Figure 1. Metal 1.
Bar = 50 um. Supply wires on this layer in grey.
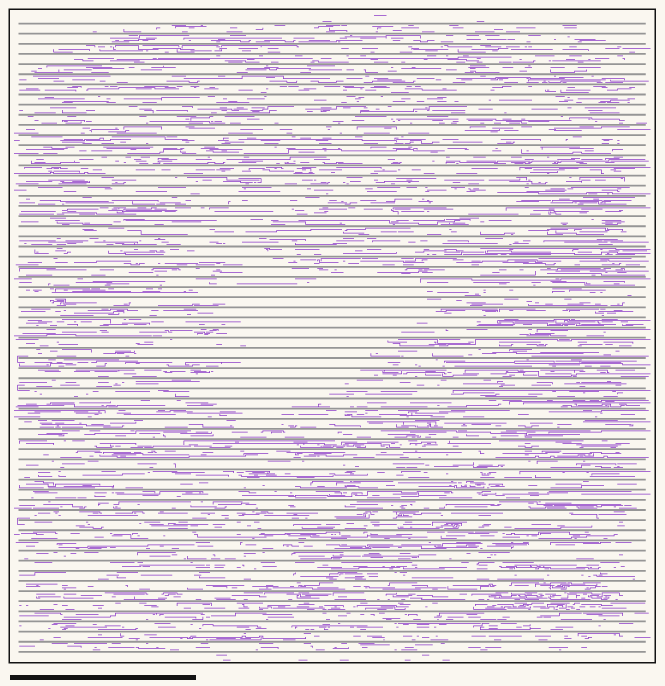
Figure 2. Met2 routing.
Cells faint in the background.
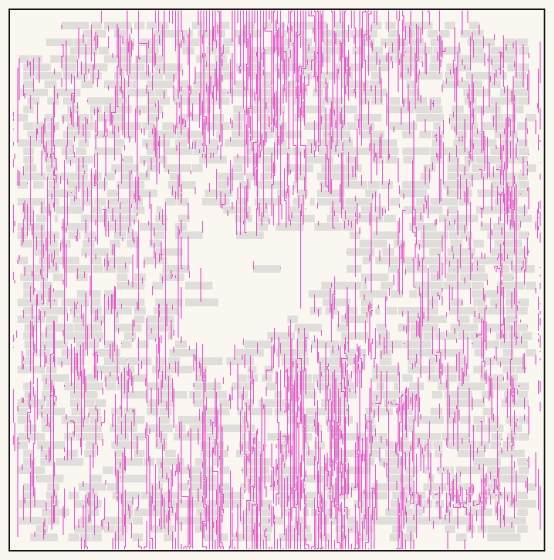
`src/rtl/pipe_stage_buf.sv`:
```
// Two-entry skid buffer (main + skid) between pipeline stages, 1-cycle latency.
// in_ready comes only from the state register, so no combinational path runs from out_ready to in_ready.
module pipe_stage_buf #(
  parameter int CTRL_W = 16,
  parameter int DATA_W = 128,
  parameter int CNT_W  = 16
) (
  input  logic              clk,
  input  logic              reset,
  input  logic              flush,
  input  logic              in_valid,
  output logic              in_ready,
  input  logic [CTRL_W-1:0] in_ctrl,
  input  logic [DATA_W-1:0] in_data,
  output logic              out_valid,
  input  logic              out_ready,
  output logic [CTRL_W-1:0] out_ctrl,
  output logic [DATA_W-1:0] out_data,
  output logic [1:0]        occ,
  output logic [CNT_W-1:0]  bubble_cnt
);

  typedef enum logic [1:0] {
    EMPTY = 2'd0,
    ONE   = 2'd1,
    FULL  = 2'd2
  } state_t;

  typedef struct packed {
    logic [CTRL_W-1:0] ctrl;
    logic [DATA_W-1:0] data;
  } entry_t;

  localparam logic [CNT_W-1:0] CNT_MAX = '1;
  localparam logic [CNT_W-1:0] CNT_ONE = {{(CNT_W-1){1'b0}}, 1'b1};

  state_t state, state_nxt;
  entry_t main_q, skid_q, in_ent;
  logic   accept, take;
  logic   load_main_in, load_main_skid, load_skid;

  assign in_ent    = '{ctrl: in_ctrl, data: in_data};
  assign in_ready  = (state != FULL);
  assign out_valid = (state != EMPTY);
  assign occ       = state;
  assign accept    = in_valid & in_ready;
  assign take      = out_valid & out_ready;
  assign out_ctrl  = out_valid ? main_q.ctrl : '0;
  assign out_data  = main_q.data;

  always_ff @(posedge clk or posedge reset) begin
    if (reset) state <= EMPTY;
    else       state <= state_nxt;
  end

  always_comb begin
    state_nxt      = state;
    load_main_in   = 1'b0;
    load_main_skid = 1'b0;
    load_skid      = 1'b0;
    case (state)
      EMPTY: begin
        if (accept) begin
          state_nxt    = ONE;
          load_main_in = 1'b1;
        end
      end
      ONE: begin
        if (accept && !take) begin
          state_nxt = FULL;
          load_skid = 1'b1;
        end else if (accept && take) begin
          load_main_in = 1'b1;
        end else if (take) begin
          state_nxt = EMPTY;
        end
      end
      FULL: begin
        if (take) begin
          state_nxt      = ONE;
          load_main_skid = 1'b1;
        end
      end
      default: state_nxt = EMPTY;
    endcase
    // Flush overrides every transition; payload loads are suppressed in the register block.
    if (flush) state_nxt = EMPTY;
  end

  always_ff @(posedge clk or posedge reset) begin
    if (reset) begin
      main_q <= '0;
      skid_q <= '0;
    end else if (flush) begin
      main_q.ctrl <= '0;
      skid_q.ctrl <= '0;
    end else begin
      if (load_main_in)        main_q <= in_ent;
      else if (load_main_skid) main_q <= skid_q;
      if (load_skid)           skid_q <= in_ent;
    end
  end

  always_ff @(posedge clk or posedge reset) begin
    if (reset)
      bubble_cnt <= '0;
    else if (out_ready && !out_valid && !flush && (bubble_cnt != CNT_MAX))
      bubble_cnt <= bubble_cnt + CNT_ONE;
  end

endmodule

```
`config.mk`:
```
export PLATFORM = sky130hd
export DESIGN_NAME = pipe_stage_buf
export DESIGN_NICKNAME = d
export VERILOG_FILES = /design/src/rtl/pipe_stage_buf.sv
export SDC_FILE = /design/constraint.sdc
export NUM_CORES = 1
export LEC_CHECK = 0
export CAP_MARGIN = 5
export CORE_AREA = 2 2 171 173
export DETAILED_ROUTE_END_ITERATION = 10
export DIE_AREA = 0 0 173 175
export PLACE_DENSITY_LB_ADDON = 0.12
export SLEW_MARGIN = 30
export SYNTH_ARGS = -nofsm -noshare
export SYNTH_HDL_FRONTEND = slang
export SYNTH_SLANG_ARGS = --single-unit
```
`constraint.sdc`:
```
create_clock -name clk -period 10.91 [get_ports clk]
set_input_delay 1.6365 -clock clk [delete_from_list [all_inputs] [get_ports clk]]
set_output_delay 1.6365 -clock clk [all_outputs]
set_load 0.1 [all_outputs]
```
==> qor.txt <==
row count: 62
switching part of the total: 43.9%
worst-case register-to-register setup slack: 7920 ps
top area cells in the synthesized netlist: sky130_fd_sc_hd__dfrtp_1, sky130_fd_sc_hd__mux2_2, sky130_fd_sc_hd__buf_4
source of the worst register-to-register timing path: occ[1]
Chip Area, Yosys: 14,300 um^2
unrepaired setup endpoints after global routing: false
DPL Wire Length: 19,300 um
part of the power in the clock network: 23.0%
Layout Skew: 8.14 ps
total global routing track utilization: 19.8%
run status: completed
worst min-delay path category: reg -> reg
met2 Track Usage GR: 30.7%
routed via count divided by cell count: 5.20
global placement routability congestion: 0.773
Post-synth EDFFs: 0
pin count of the biggest net entering global routing: 106
number of buffers added on ports: 312
count of final hold-check violations: 0
largest fanout on the critical path: 17
number of distinct standard cells referenced by the synthesized netlist: 36
routing layer with the top usage in global route: met2
total congestion overflow: 0
worst setup slack after layout: 6550 ps
Power Density: 282 nW/um^2
Yosys warning count: 0
drc violations: 0
time the worst path needs with I/O delays and setup: 4360 ps
post-DR wirelength/cell: 18.7 um
flip-flop and latch count after synthesis: 306
Post-CTS Repair Setup Buffers: 0
Post-CTS Hold Fix Bufs: 0
measured slew at the worst slew-check pin: 1040 ps
Primary FF master, synth: sky130_fd_sc_hd__dfrtp_1
Floorplan Core Area: 28,400 um^2
number of setup violations in the final report: 0
power spent charging and discharging nets: 0.00221 W
Chip Footprint: 30,300 um^2
Hold Path Stages: 1
fp util: 50.2%
most common library cell in the layout ignoring fill and taps: sky130_fd_sc_hd__mux2_2
critical path class: reg -> out
yosys stat cell total: 1,012
TritonCTS buffer count: 35
Final Max Slew Viols: 0
Relative slew margins: 30.4%
growth of design area from synthesis to finish: 25.2%
Crit Reg-Reg Endpoint: skid_q[61]
Total Wirelength: 29,900 um
1st-pass router iterations: 4
Initial DRC Count: 435
CTS tree: built
highest-delay cell along the critical path: sky130_fd_sc_hd__clkdlybuf4s50_1
proportion of register bits with asynchronous set or reset after synthesis: 100%
count of max-cap constraint violations: 0
share of cells above drive strength 1: 37.5%
power share of the combinational group: 45.0%
launch instance of the worst min-delay path: main_q[128]
list of cells traversed by the critical path: nor2_2 -> nor2b_1 -> clkdlybuf4s50_1
Int Pwr: 0.00283 W
sequential share of power: 32.0%
count of mapped cells out of synthesis: 1,012
Cell Count, Final, Fillers Out: 1,598
Crit. End Element: output pin
clock net sink count: 306
Notes on Figure 1 above:
longest straight run: 52.9 um
share of all routed wire: 44%
nets with wire on the layer: 1,207
main direction: horizontal
routed via count: 8,315
met1 track demand over resource: 26.8%

Notes on Figure 2 above:
longest straight run: 74.1 um
wire length on this layer: 13,900 um
share of all routed wire: 46%
nets with wire on the layer: 1,259
main direction: vertical

[cell type report]
cell class | instances | area, um^2
clock inverters | 4 | 95.1
repair buffers | 322 | 3170
clock buffers | 56 | 1040
diodes | 1 | 2.50
fillers | 2246 | 10600
well taps | 384 | 480
flip-flops and latches | 306 | 7660
multi-input cells | 521 | 5380
inverters | 4 | 22.5
[cell families after synthesis]
| kind of cell | count (synthesis) | synth area share [%] |
|---|---|---|
| fa+ha+maj | 1 | 0.0878 |
| compound gates | 42 | 2.44 |
| flops | 306 | 53.7 |
| xor+xnor | 14 | 0.860 |
| simple gates | 62 | 2.51 |
| buf+inv | 185 | 8.75 |
| mux | 402 | 31.6 |
[power groups by stage]
stage               clock, W  sequential [W]  combinational (W)
detailed placement         0         0.00163            0.00228
floorplan                  0         0.00167            0.00195
global route         0.00124         0.00166            0.00234
global placement           0         0.00162            0.00228
CTS                  0.00119         0.00162            0.00229
finish               0.00116         0.00161            0.00227
[worst max-delay path: cells and delay by family, from the launching register on]
family                 cells  cell delay, ps
and+or+nand+nor            2             720
buffers and inverters      1            1030
DFF                        1             470
[metal layers]
layer	vias up	part of all wire [%]
met5	-	0
met1	4210	44
met4	0	2.1
li1	3826	-
met3	37	7.5
met2	242	46
[flip-flops by register name, indices dropped and copies added (netlist names)]
register,count
skid_q,144
out_data,128
bubble_cnt,16
main_q,16
occ,2
[through the flow]
stage	power, W	util (%)	hold WS (ps)
floorplan	0.00362	-	449
global placement	0.00389	58.9	466
detailed placement	0.00392	58.9	467
CTS	0.00510	62.9	487
global route	0.00525	62.8	497
finish	0.00504	62.8	481
[how the worst max path moves through the flow]
stage,cells after the start,endpoint,from
floorplan,1,bubble_cnt[0],reset
global placement,6,main_q[130],out_ready
detailed placement,6,main_q[130],out_ready
CTS,3,out_ctrl[4],occ[1]
global route,3,out_ctrl[11],occ[1]
finish,3,out_ctrl[4],occ[1]
[Yosys cell counts (all sizes together) (2+ instances only)]
cell / instances
mux2i: 17
nand2: 6
clkbuf: 6
nor2: 6
mux2: 385
nor3b: 2
nor4: 3
xnor2: 6
nor2b: 19
xor2: 8
a22o: 16
dfrtp: 306
nand3: 5
a21oi: 4
nand4: 7
nor3: 7
o2bb2ai: 16
inv: 4
buf: 175
Power is estimated from default activity; no workload was simulated.
